--- config.mk ---
export PLATFORM = sky130hd
export DESIGN_NAME = sa_result_drain_flat
export DESIGN_NICKNAME = d
export VERILOG_FILES = /design/src/rtl/sa_pkg.sv /design/src/rtl/sa_result_drain_if.sv /design/src/rtl/sa_requant.sv /design/src/rtl/sa_result_drain.sv /design/src/flat_wrapper.sv
export SDC_FILE = /design/constraint.sdc
export NUM_CORES = 1
export LEC_CHECK = 0
export ABC_AREA = 1
export CELL_PAD_IN_SITES_DETAIL_PLACEMENT = 0
export CELL_PAD_IN_SITES_GLOBAL_PLACEMENT = 2
export CORE_MARGIN = 2
export CORE_UTILIZATION = 34
export CTS_CLUSTER_DIAMETER = 100
export DETAILED_ROUTE_END_ITERATION = 10
export PLACE_DENSITY_LB_ADDON = 0.1
export SYNTH_ARGS = -nofsm -noshare
export SYNTH_HDL_FRONTEND = slang
export SYNTH_SLANG_ARGS = --single-unit
--- constraint.sdc ---
create_clock -name clk -period 22.9 [get_ports clk]
set_input_delay 3.435 -clock clk [delete_from_list [all_inputs] [get_ports clk]]
set_output_delay 3.435 -clock clk [all_outputs]
set_load 0.1 [all_outputs]
--- src/rtl/sa_pkg.sv ---
// Shared definitions for the systolic-array core and its result drain.
// Defaults, drain FSM states and the accumulator element type.
package sa_pkg;

    localparam int N_DEF     = 3;
    localparam int ACC_DEF   = 32;
    localparam int OUT_W_DEF = 8;

    typedef enum logic {
        IDLE,
        STREAM
    } drain_state_e;

    typedef logic signed [ACC_DEF-1:0] acc_t;

endpackage

--- src/rtl/sa_result_drain_if.sv ---
// Valid/ready element stream from the result drain.
// Each beat carries one requantized element and its matrix position.
interface sa_result_drain_if #(
    parameter int OUT_W = 8,
    parameter int RW    = 2
);

    logic                    m_valid;
    logic                    m_ready;
    logic signed [OUT_W-1:0] m_data;
    logic [RW-1:0]           m_row;
    logic [RW-1:0]           m_col;
    logic                    m_last;

    modport master (
        output m_valid, m_data, m_row, m_col, m_last,
        input  m_ready
    );

    modport slave (
        input  m_valid, m_data, m_row, m_col, m_last,
        output m_ready
    );

endinterface

--- src/rtl/sa_requant.sv ---
// Requantizer: rounding arithmetic right shift, optional ReLU,
// saturation to OUT_W. Purely combinational.
module sa_requant #(
    parameter int ACC   = 32,
    parameter int OUT_W = 8
) (
    input  logic signed [ACC-1:0]   x,
    input  logic [4:0]              shift,
    input  logic                    relu,
    output logic signed [OUT_W-1:0] y
);

    // One guard bit keeps the rounding add from overflowing.
    localparam logic signed [ACC:0] MAXV = (ACC+1)'((1 <<< (OUT_W-1)) - 1);
    localparam logic signed [ACC:0] MINV = ~MAXV;

    logic signed [ACC:0] xe;
    logic signed [ACC:0] half;
    logic signed [ACC:0] r;

    // Round half up, clamp negatives if asked, then saturate.
    always_comb begin
        xe   = {x[ACC-1], x};
        half = '0;
        r    = xe;
        if (shift != 5'd0) begin
            half = (ACC+1)'(1) << (shift - 5'd1);
            r    = (xe + half) >>> shift;
        end
        if (relu && r[ACC]) begin
            r = '0;
        end
        if (r > MAXV) begin
            y = MAXV[OUT_W-1:0];
        end else if (r < MINV) begin
            y = MINV[OUT_W-1:0];
        end else begin
            y = r[OUT_W-1:0];
        end
    end

endmodule

--- src/rtl/sa_result_drain.sv ---
// Snapshots the result matrix on a rising done and streams it out
// row-major, requantized, while the core moves on to the next tile.
module sa_result_drain
    import sa_pkg::*;
#(
    parameter int N     = N_DEF,
    parameter int ACC   = ACC_DEF,
    parameter int OUT_W = OUT_W_DEF,
    parameter int RW    = (N > 1) ? $clog2(N) : 1
) (
    input  logic                          clk,
    input  logic                          rst_n,
    input  logic                          done,
    input  logic [N-1:0][N-1:0][ACC-1:0]  c_in,
    input  logic [4:0]                    cfg_shift,
    input  logic                          cfg_relu,
    output logic                          busy,
    output logic                          overrun,
    sa_result_drain_if.master             m
);

    localparam int NN = N * N;
    localparam int IW = (NN > 1) ? $clog2(NN) : 1;

    drain_state_e state_q, state_d;

    logic                    done_q;
    logic                    done_rise;
    logic [ACC-1:0]          tile_q [NN];
    logic [4:0]              shift_q;
    logic                    relu_q;
    logic [IW-1:0]           idx_q;
    logic [IW-1:0]           nidx;
    logic                    at_last;
    logic                    hs;
    logic                    capture;
    logic                    advance;
    logic signed [ACC-1:0]   rq_x;
    logic [4:0]              rq_shift;
    logic                    rq_relu;
    logic signed [OUT_W-1:0] rq_y;

    assign done_rise = done & ~done_q;
    assign at_last   = (idx_q == IW'(NN - 1));
    assign nidx      = at_last ? '0 : idx_q + IW'(1);
    assign hs        = m.m_valid & m.m_ready;
    assign busy      = (state_q == STREAM);
    assign m.m_valid = (state_q == STREAM);

    // On capture the first element comes straight from c_in and cfg.
    assign rq_x     = capture ? c_in[0][0] : tile_q[nidx];
    assign rq_shift = capture ? cfg_shift : shift_q;
    assign rq_relu  = capture ? cfg_relu : relu_q;

    sa_requant #(
        .ACC   (ACC),
        .OUT_W (OUT_W)
    ) u_requant (
        .x     (rq_x),
        .shift (rq_shift),
        .relu  (rq_relu),
        .y     (rq_y)
    );

    // State register and done edge history.
    always_ff @(posedge clk or negedge rst_n) begin
        if (!rst_n) begin
            state_q <= IDLE;
            done_q  <= 1'b0;
        end else begin
            state_q <= state_d;
            done_q  <= done;
        end
    end

    // Next state plus capture/advance strobes.
    always_comb begin
        state_d = state_q;
        capture = 1'b0;
        advance = 1'b0;
        unique case (state_q)
            IDLE: begin
                if (done_rise) begin
                    capture = 1'b1;
                    state_d = STREAM;
                end
            end
            STREAM: begin
                if (hs) begin
                    if (at_last) begin
                        state_d = IDLE;
                    end else begin
                        advance = 1'b1;
                    end
                end
            end
            default: state_d = IDLE;
        endcase
    end

    // Tile snapshot, flattened row-major; never reset.
    always_ff @(posedge clk) begin
        if (capture) begin
            for (int i = 0; i < NN; i++) begin
                tile_q[i] <= c_in[i / N][i % N];
            end
        end
    end

    // Index, latched config, output beat registers and overrun pulse.
    always_ff @(posedge clk or negedge rst_n) begin
        if (!rst_n) begin
            idx_q    <= '0;
            shift_q  <= '0;
            relu_q   <= 1'b0;
            m.m_data <= '0;
            m.m_row  <= '0;
            m.m_col  <= '0;
            m.m_last <= 1'b0;
            overrun  <= 1'b0;
        end else begin
            overrun <= done_rise & (state_q == STREAM);
            if (capture) begin
                idx_q    <= '0;
                shift_q  <= cfg_shift;
                relu_q   <= cfg_relu;
                m.m_data <= rq_y;
                m.m_row  <= '0;
                m.m_col  <= '0;
                m.m_last <= (NN == 1);
            end else if (advance) begin
                idx_q    <= nidx;
                m.m_data <= rq_y;
                m.m_last <= (nidx == IW'(NN - 1));
                if (m.m_col == RW'(N - 1)) begin
                    m.m_col <= '0;
                    m.m_row <= m.m_row + RW'(1);
                end else begin
                    m.m_col <= m.m_col + RW'(1);
                end
            end else if (hs) begin
                m.m_last <= 1'b0;
            end
        end
    end

endmodule

--- src/flat_wrapper.sv ---
// flat-port wrapper written by rule: the top's interface ports become plain ports
module sa_result_drain_flat import sa_pkg::*;
#(
    parameter int N     = N_DEF,
    parameter int ACC   = ACC_DEF,
    parameter int OUT_W = OUT_W_DEF,
    parameter int RW    = (N > 1) ? $clog2(N) : 1
)
  (clk, rst_n, done, c_in, cfg_shift, cfg_relu, busy, overrun, m_m_valid, m_m_data, m_m_row, m_m_col, m_m_last, m_m_ready);
  sa_result_drain_if #(.OUT_W(OUT_W), .RW(RW)) m_i ();
  input  logic clk;
  input  logic rst_n;
  input  logic done;
  input  logic [N-1:0][N-1:0][ACC-1:0] c_in;
  input  logic [4:0] cfg_shift;
  input  logic cfg_relu;
  output logic busy;
  output logic overrun;
  output wire logic [$bits(m_i.m_valid)-1:0] m_m_valid;
  output wire logic [$bits(m_i.m_data)-1:0] m_m_data;
  output wire logic [$bits(m_i.m_row)-1:0] m_m_row;
  output wire logic [$bits(m_i.m_col)-1:0] m_m_col;
  output wire logic [$bits(m_i.m_last)-1:0] m_m_last;
  input wire logic [$bits(m_i.m_ready)-1:0] m_m_ready;
  assign m_m_valid = m_i.m_valid;
  assign m_m_data = m_i.m_data;
  assign m_m_row = m_i.m_row;
  assign m_m_col = m_i.m_col;
  assign m_m_last = m_i.m_last;
  assign m_i.m_ready = m_m_ready;
  sa_result_drain #(.N(N), .ACC(ACC), .OUT_W(OUT_W), .RW(RW)) u_core (.clk(clk), .rst_n(rst_n), .done(done), .c_in(c_in), .cfg_shift(cfg_shift), .cfg_relu(cfg_relu), .busy(busy), .overrun(overrun), .m(m_i));
endmodule
### Clock distribution

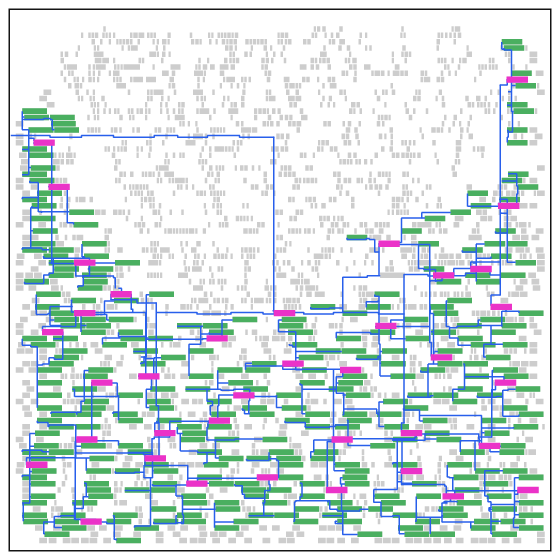
[clock wires] blue | length: 4250 um
[cells driving clock nets] magenta | count: 37
[flip-flops] green | count: 314
routed clock nets: 38
worst-skew pair later-pin latency: 0.54 ns

### Sequential cells grouped by signal name

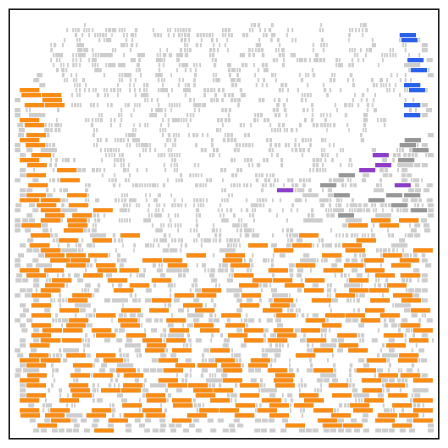
[`u_core.tile_q`] orange | placed flops: 288
[`u_core.m.m_data`] blue | placed flops: 8 | where: north-east
[`u_core.shift_q`] purple | placed flops: 5
flop share of the area: 41.3%
Final Core Density: 43.7%

==> impl_metrics.env <==
# yosys + openroad results
export IMPL_port_buffers=313
export IMPL_top_layer_used="met5"
export IMPL_cts_inserted_buffers=37
export IMPL_place_worst_setup_slack_ns=11.26
export IMPL_number_of_cells_produced_by_synthesis=2096
export IMPL_top_area_cell="edfxtp_1"
export IMPL_ctsRootBufferMaster="clkbuf_16"
export IMPL_netlist_top_cells_area="edfxtp_1 (49%), nand2_1 (12%), nand3_1 (7.1%), nor2_1 (4.7%), o21ai_0 (4.7%)"
export IMPL_cts_sinks=314
export IMPL_area_sequential_um2=9300
export IMPL_timing_critical_path_fanout_max=117
export IMPL_met3_wirelength_um=4510
export IMPL_post_cts_buffers=0
export IMPL_grt_pass1_wl_um=102000
export IMPL_post_route_drc_count=0
export IMPL_async_flop_share_pct=8.28
export IMPL_yosys_warnings=0
export IMPL_ff2ff_setup_slack_ns=14.69
export IMPL_openroad_warnings=30
export IMPL_finalClockPeriodUsage_pct=48.3
export IMPL_outcome="completed"
export IMPL_edf_count=288
export IMPL_clock_skew_ns=0.0195
export IMPL_cpMaxStageDelayCell="nor2_2"
export IMPL_antenna_found_initial=15
export IMPL_detailed_place_hpwl_um=52400
export IMPL_wl_met1_um=31000
export IMPL_cts_hold_fix_buffers=0
export IMPL_antenna_left=0
export IMPL_clock_fmax_mhz=90.4
export IMPL_critical_path_most_common_cell="nand2_1"
export IMPL_post_cts_resize_count=0
export IMPL_die_height_um=233
export IMPL_synthDistinctLibCells=56
### Cell outlines without signal wires

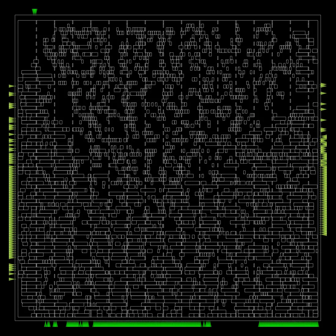
count of non-filler cells in the finished layout: 3082
tap cells: 680
flip-flops: 314

### Signal metal coverage by tile

The bar under the picture is 50 um long. The die is cut into 23 by 23 equal tiles; dark purple is low, yellow is high, scaled to the fullest tile. Values are wire area over tile area, all layers added.
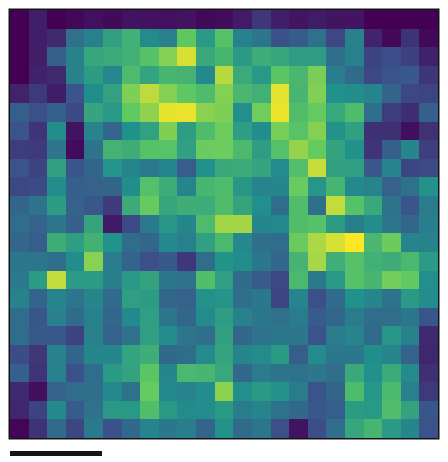
tiles over half the peak: 37%
fullest tile: 0.47
mean over tiles: 0.21
nearly empty tiles: 1.9%
routed vias: 16200
GRT Util Overall: 25.6%
average wire per standard cell: 22.7 um
Final Routed Wirelength: 69900 um

[metal layers]
layer | vias to the layer above | GRT usage (%)
met5 | - | 0
met4 | 12 | 6.07
met3 | 75 | 4.52
met2 | 563 | 42.8
met1 | 7773 | 34.6
li1 | 7742 | -
[worst min path at each step]
stage                            startpoint                  endpoint  slack (ns)  depth (start not counted)
floorplan           u_core.done_q$_DFF_PN0_  u_core.overrun$_DFF_PN0_        0.43                          1
global placement    u_core.done_q$_DFF_PN0_  u_core.overrun$_DFF_PN0_        0.45                          1
detailed placement  u_core.done_q$_DFF_PN0_  u_core.overrun$_DFF_PN0_        0.44                          1
CTS                 u_core.done_q$_DFF_PN0_  u_core.overrun$_DFF_PN0_        0.45                          1
global route        u_core.done_q$_DFF_PN0_  u_core.overrun$_DFF_PN0_        0.48                          1
finish              u_core.done_q$_DFF_PN0_  u_core.overrun$_DFF_PN0_        0.45                          1
[registers in the layout, summed over array words and instances (netlist names)]
register         cells
u_core.busy          1
u_core.idx_q         4
u_core.overrun       1
u_core.m.m_last      1
u_core.tile_q      288
u_core.m.m_col       2
u_core.done_q        1
u_core.shift_q       5
u_core.m.m_row       2
u_core.relu_q        1
u_core.m.m_data      8
[critical path: cells and delay by family]
kind / cells / cell delay (ns)
simple gates: 33 / 5.25
buf+inv: 5 / 1.48
compound gates: 1 / 0.62
fa+ha+maj: 2 / 0.59
[area by class of cell]
cell class | count | area share (%)
Clock inverter | 20 | 0.556
Tap cell | 680 | 3.78
Sequential cell | 314 | 41.3
Multi-Input combinational cell | 1495 | 32.2
Antenna cell | 10 | 0.111
Clock buffer | 44 | 4.23
Inverter | 185 | 3.15
Timing Repair Buffer | 334 | 14.6
[kinds of logic after synthesis]
group | after synthesis | synth area share, %
XOR/XNOR | 7 | 0.345
flip-flops | 314 | 52.3
AND/OR/NAND/NOR | 1095 | 26.1
buffers and inverters | 287 | 6.90
AND-OR/OR-AND | 358 | 11.8
adder cells (fa/ha/maj) | 35 | 2.51
[synthesized netlist by cell type (all sizes together) (3+ instances only)]
| library cell | number |
|---|---|
| dfrtp | 26 |
| nand3b | 3 |
| buf | 66 |
| clkbuf | 36 |
| nand3 | 255 |
| a31oi | 13 |
| edfxtp | 288 |
| and2 | 4 |
| xor2 | 5 |
| o311ai | 7 |
| or2 | 15 |
| ha | 34 |
| inv | 183 |
| a32o | 4 |
| nand4 | 10 |
| o21bai | 4 |
| o221ai | 9 |
| a21oi | 63 |
| nand2 | 569 |
| a21o | 3 |
| nor3 | 8 |
| o21ai | 182 |
| nor2 | 228 |
| o22ai | 36 |
| o211ai | 24 |
[per-stage QoR]
step	hold WS, ns	cell area, um^2
3_5_place_dp	0.445	21400
5_1_grt	0.477	22500
3_3_place_gp	0.453	21400
4_1_cts	0.451	22500
2_1_floorplan	0.430	17800
6_report	0.447	22500
